Fig. 1: wiring by layer
Bar = 20 microns.
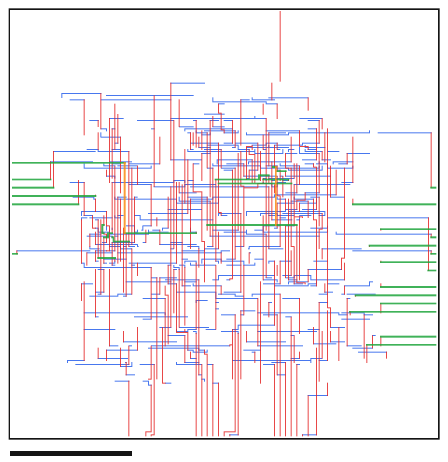
Fig. 2: sequential cells coloured by netlist name
Bar = 20 microns.
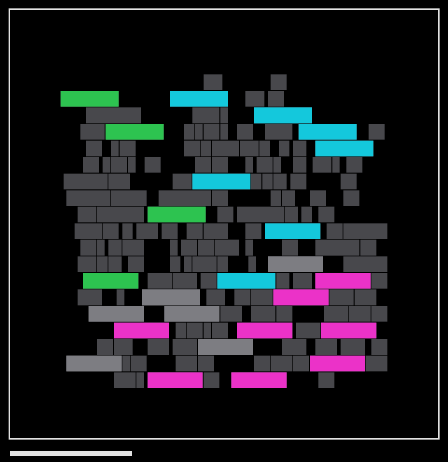
### src/rtl/stm1_pkg.sv
// STM-1 shared constants: frame geometry, default widths and the
// per-interleave column boundaries shared with bridgetx.
package stm1_pkg;

    localparam int WID_DFLT  = 8;
    localparam int RWID_DFLT = 4;
    localparam int CWID_DFLT = 7;
    localparam int SWID_DFLT = 2;

    localparam int ROW_MAX = 8;
    localparam int COL_MAX = 89;
    localparam int STS_MAX = 2;

    localparam int FRAME_BYTES = (ROW_MAX + 1) * (COL_MAX + 1) * (STS_MAX + 1);

    // Column boundaries in 90-column, 3-way interleaved space
    localparam int SOH_COL_LAST   = 2;
    localparam int AU4_COL_FIRST  = 3;
    localparam int AU4_PTR_ROW    = 3;
    localparam int VC4_POH_COL    = 3;
    localparam int VC4_POH_STS    = 0;
    localparam int TUG3_COL_FIRST = 4;

endpackage

### src/rtl/stm1_poscnt.sv
// STM-1 frame position cascade: sts -> col -> row -> multiframe.
// load forces position (0,0,0); a load on the natural last byte still counts the multiframe.
module stm1_poscnt
    import stm1_pkg::*;
#(
    parameter int RW = RWID_DFLT,
    parameter int CW = CWID_DFLT,
    parameter int SW = SWID_DFLT
) (
    input  logic          clk19,
    input  logic          rst,
    input  logic          en,
    input  logic          load,
    output logic [RW-1:0] row,
    output logic [CW-1:0] col,
    output logic [SW-1:0] sts,
    output logic [1:0]    mfcnt,
    output logic          last
);

    localparam logic [RW-1:0] RLAST = RW'(ROW_MAX);
    localparam logic [CW-1:0] CLAST = CW'(COL_MAX);
    localparam logic [SW-1:0] SLAST = SW'(STS_MAX);

    logic swrap;
    logic cwrap;
    logic rwrap;

    assign swrap = (sts == SLAST);
    assign cwrap = (col == CLAST);
    assign rwrap = (row == RLAST);
    assign last  = swrap & cwrap & rwrap;

    // Advance the position cascade on enabled bytes, or reload to frame start
    always_ff @(posedge clk19 or posedge rst) begin
        if (rst) begin
            row   <= '0;
            col   <= '0;
            sts   <= '0;
            mfcnt <= 2'd0;
        end else if (load) begin
            row <= '0;
            col <= '0;
            sts <= '0;
            if (en && last) begin
                mfcnt <= mfcnt + 2'd1;
            end
        end else if (en) begin
            if (swrap) begin
                sts <= '0;
                if (cwrap) begin
                    col <= '0;
                    if (rwrap) begin
                        row   <= '0;
                        mfcnt <= mfcnt + 2'd1;
                    end else begin
                        row <= row + RW'(1);
                    end
                end else begin
                    col <= col + CW'(1);
                end
            end else begin
                sts <= sts + SW'(1);
            end
        end
    end

endmodule

### src/rtl/stm1_tx_timing.sv
// STM-1 transmit timing generator and registered line byte stage.
// Optional STM_FSYNC_EN: fsync_in reloads the frame position, flagging off-boundary slips.
module stm1_tx_timing
    import stm1_pkg::*;
#(
    parameter int WID  = WID_DFLT,
    parameter int RWID = RWID_DFLT,
    parameter int CWID = CWID_DFLT,
    parameter int SWID = SWID_DFLT
) (
    input  logic            clk19,
    input  logic            rst,
    input  logic            en,
    input  logic            fsync_in,
    output logic [RWID-1:0] row,
    output logic [CWID-1:0] col,
    output logic [SWID-1:0] sts,
    output logic [1:0]      mfcnt,
    output logic            frame_start,
    input  logic [WID-1:0]  datain,
    output logic [WID-1:0]  dataout,
    output logic            dvalid,
    output logic            fpos,
    output logic            fsync_slip
);

    logic last;
    logic load;

    stm1_poscnt #(
        .RW (RWID),
        .CW (CWID),
        .SW (SWID)
    ) u_pos (
        .clk19 (clk19),
        .rst   (rst),
        .en    (en),
        .load  (load),
        .row   (row),
        .col   (col),
        .sts   (sts),
        .mfcnt (mfcnt),
        .last  (last)
    );

    assign frame_start = en && (row == '0) && (col == '0) && (sts == '0);

`ifdef STM_FSYNC_EN
    assign load = fsync_in;

    // Flag a sync reload that did not land on the natural frame wrap
    always_ff @(posedge clk19 or posedge rst) begin
        if (rst) begin
            fsync_slip <= 1'b0;
        end else begin
            fsync_slip <= fsync_in && !(en && last);
        end
    end
`else
    logic unused_fsync;

    assign load         = 1'b0;
    assign fsync_slip   = 1'b0;
    assign unused_fsync = fsync_in ^ last;
`endif

    // Register the bridgetx byte for the current position onto the line
    always_ff @(posedge clk19 or posedge rst) begin
        if (rst) begin
            dataout <= '0;
            dvalid  <= 1'b0;
            fpos    <= 1'b0;
        end else if (en) begin
            dataout <= datain;
            dvalid  <= 1'b1;
            fpos    <= frame_start;
        end else begin
            dvalid <= 1'b0;
            fpos   <= 1'b0;
        end
    end

endmodule

### config.mk
export PLATFORM = sky130hd
export DESIGN_NAME = stm1_tx_timing
export DESIGN_NICKNAME = d
export VERILOG_FILES = /design/src/rtl/stm1_pkg.sv /design/src/rtl/stm1_poscnt.sv /design/src/rtl/stm1_tx_timing.sv
export SDC_FILE = /design/constraint.sdc
export NUM_CORES = 1
export LEC_CHECK = 0
export CORE_MARGIN = 8
export CORE_UTILIZATION = 41
export CTS_CLUSTER_SIZE = 28
export DETAILED_ROUTE_END_ITERATION = 16
export PLACE_DENSITY = 0.75
export SYNTH_ARGS = -nofsm -noshare
export SYNTH_HDL_FRONTEND = slang
export SYNTH_SLANG_ARGS = --single-unit
### constraint.sdc
create_clock -name clk19 -period 1.7 [get_ports clk19]
set_input_delay 0.34 -clock clk19 [delete_from_list [all_inputs] [get_ports clk19]]
set_output_delay 0.34 -clock clk19 [all_outputs]
set_load 0.05 [all_outputs]
==> results.md <==
| Group | Parameter | Value |
|:---|:---|:---|
| timing | Least setup slack across all paths after layout | -455.9 ps |
| synth | Yosys cell count | 107 |
| critical path | Kind of critical path | flip-flop to output port |
| power and ir drop | Static power due to leakage | 0.8669 nW |
| synth | Tally of unique sky130hd cells used after synthesis | 32 |
| synth | Comb area leader | simple AND/OR/NAND/NOR gates |
| clock network | Level count of the clock H-tree | 1 |
| final layout | Max reg flops | 8 |
| drt | Detailed-route vias per instance | 5.567 |
| grt | GR Layer Usage met1 | 0.1381 |
| power and ir drop | Power Dens Cells | 1085 mW/mm^2 |
| grt | Antenna violations before repair | 0 |
| final layout | Final non-clock buffer share | 0.2802 |
| die | Tap cells | 31 |
| synth | Post-Synth Adder-Cell Area | 0.05165 |
| grt | Met3 track demand over resource | 0.03955 |
| critical path | Maximum fanout encountered on the critical timing path | 4 |
| clock network | Root buf cell | sky130_fd_sc_hd__clkbuf_4 |
| final layout | Number of diodes | 0 |
| die | Total die size | 0.004949 sq mm |
| clock network | Clock-pin transition on the worst setup and hold timing paths | 150 ps |
| final layout | Register name with the most flops | dataout |
| placed design | Final weighted congestion in routability-driven placement | 0.8269 |
| grt | Grt total ovfl | 0 |
| power and ir drop | Top contributor to total power | combinational logic |
| placed design | Count of buffers from port buffering | 36 |
| final layout | Largest registers in the final layout | dataout: 8 flops, u_pos.col: 7 flops, u_pos.row: 4 flops |
| final layout | Comb gate area | 591.8 sq um |
| grt | Met2 Resource Use GR | 0.2304 |
| drt | Amount of wire on met3 after detailed routing | 231 microns |
| final layout | Fraction of area in clock buffers and inverters | 0.01688 |
| status | Violated checks | negative setup slack |
| power and ir drop | Switching power summed over all nets | 858.9 uW |
| timing | Setup violations, final | 1 |
| die | Die span in y | 70.35 microns |
| grt | Total Routing Usage GR | 0.1275 |
| status | Status | finished, violations left |
| final layout | Sequential cell count | 25 |
| final layout | Cell class with the largest area share | registers |
| clock network | CTS tree | done |
| critical path | Start of the worst register-to-register path | u_pos.row[0] |
| synth | Most frequently used cell type in the post-synthesis netlist | sky130_fd_sc_hd__dfrtp_1 |
| timing | Number of hold-slack violations in the final timing report | 0 |
| clock network | TritonCTS Buffers | 3 |
| final layout | Number of inverters outside the clock class in the layout | 9 |
| drt | DRT Wirelength | 3174 microns |
| grt | Largest net degree at the start of global routing | 26 |
| power and ir drop | Flop+latch power | 759 uW |
| final layout | Fraction of layout instances using a drive strength above 1 | 0.5031 |
| synth | Cell taking the most area after synthesis | sky130_fd_sc_hd__dfrtp_1 |
| synth | Complex Gates by Area | 0.09711 |
Notes on Fig. 1 above:
colour	layer	wire length
green	met3	231 microns
red	met2	1620 microns
orange	met4	21.1 microns
blue	met1	1300 microns

Notes on Fig. 2 above:
colour	signal	flops
magenta	`dataout`	8
green	`u_pos.row`	4
cyan	`u_pos.col`	7
not coloured	6

Power figures rest on the tool's default switching activity, not on a simulated workload.
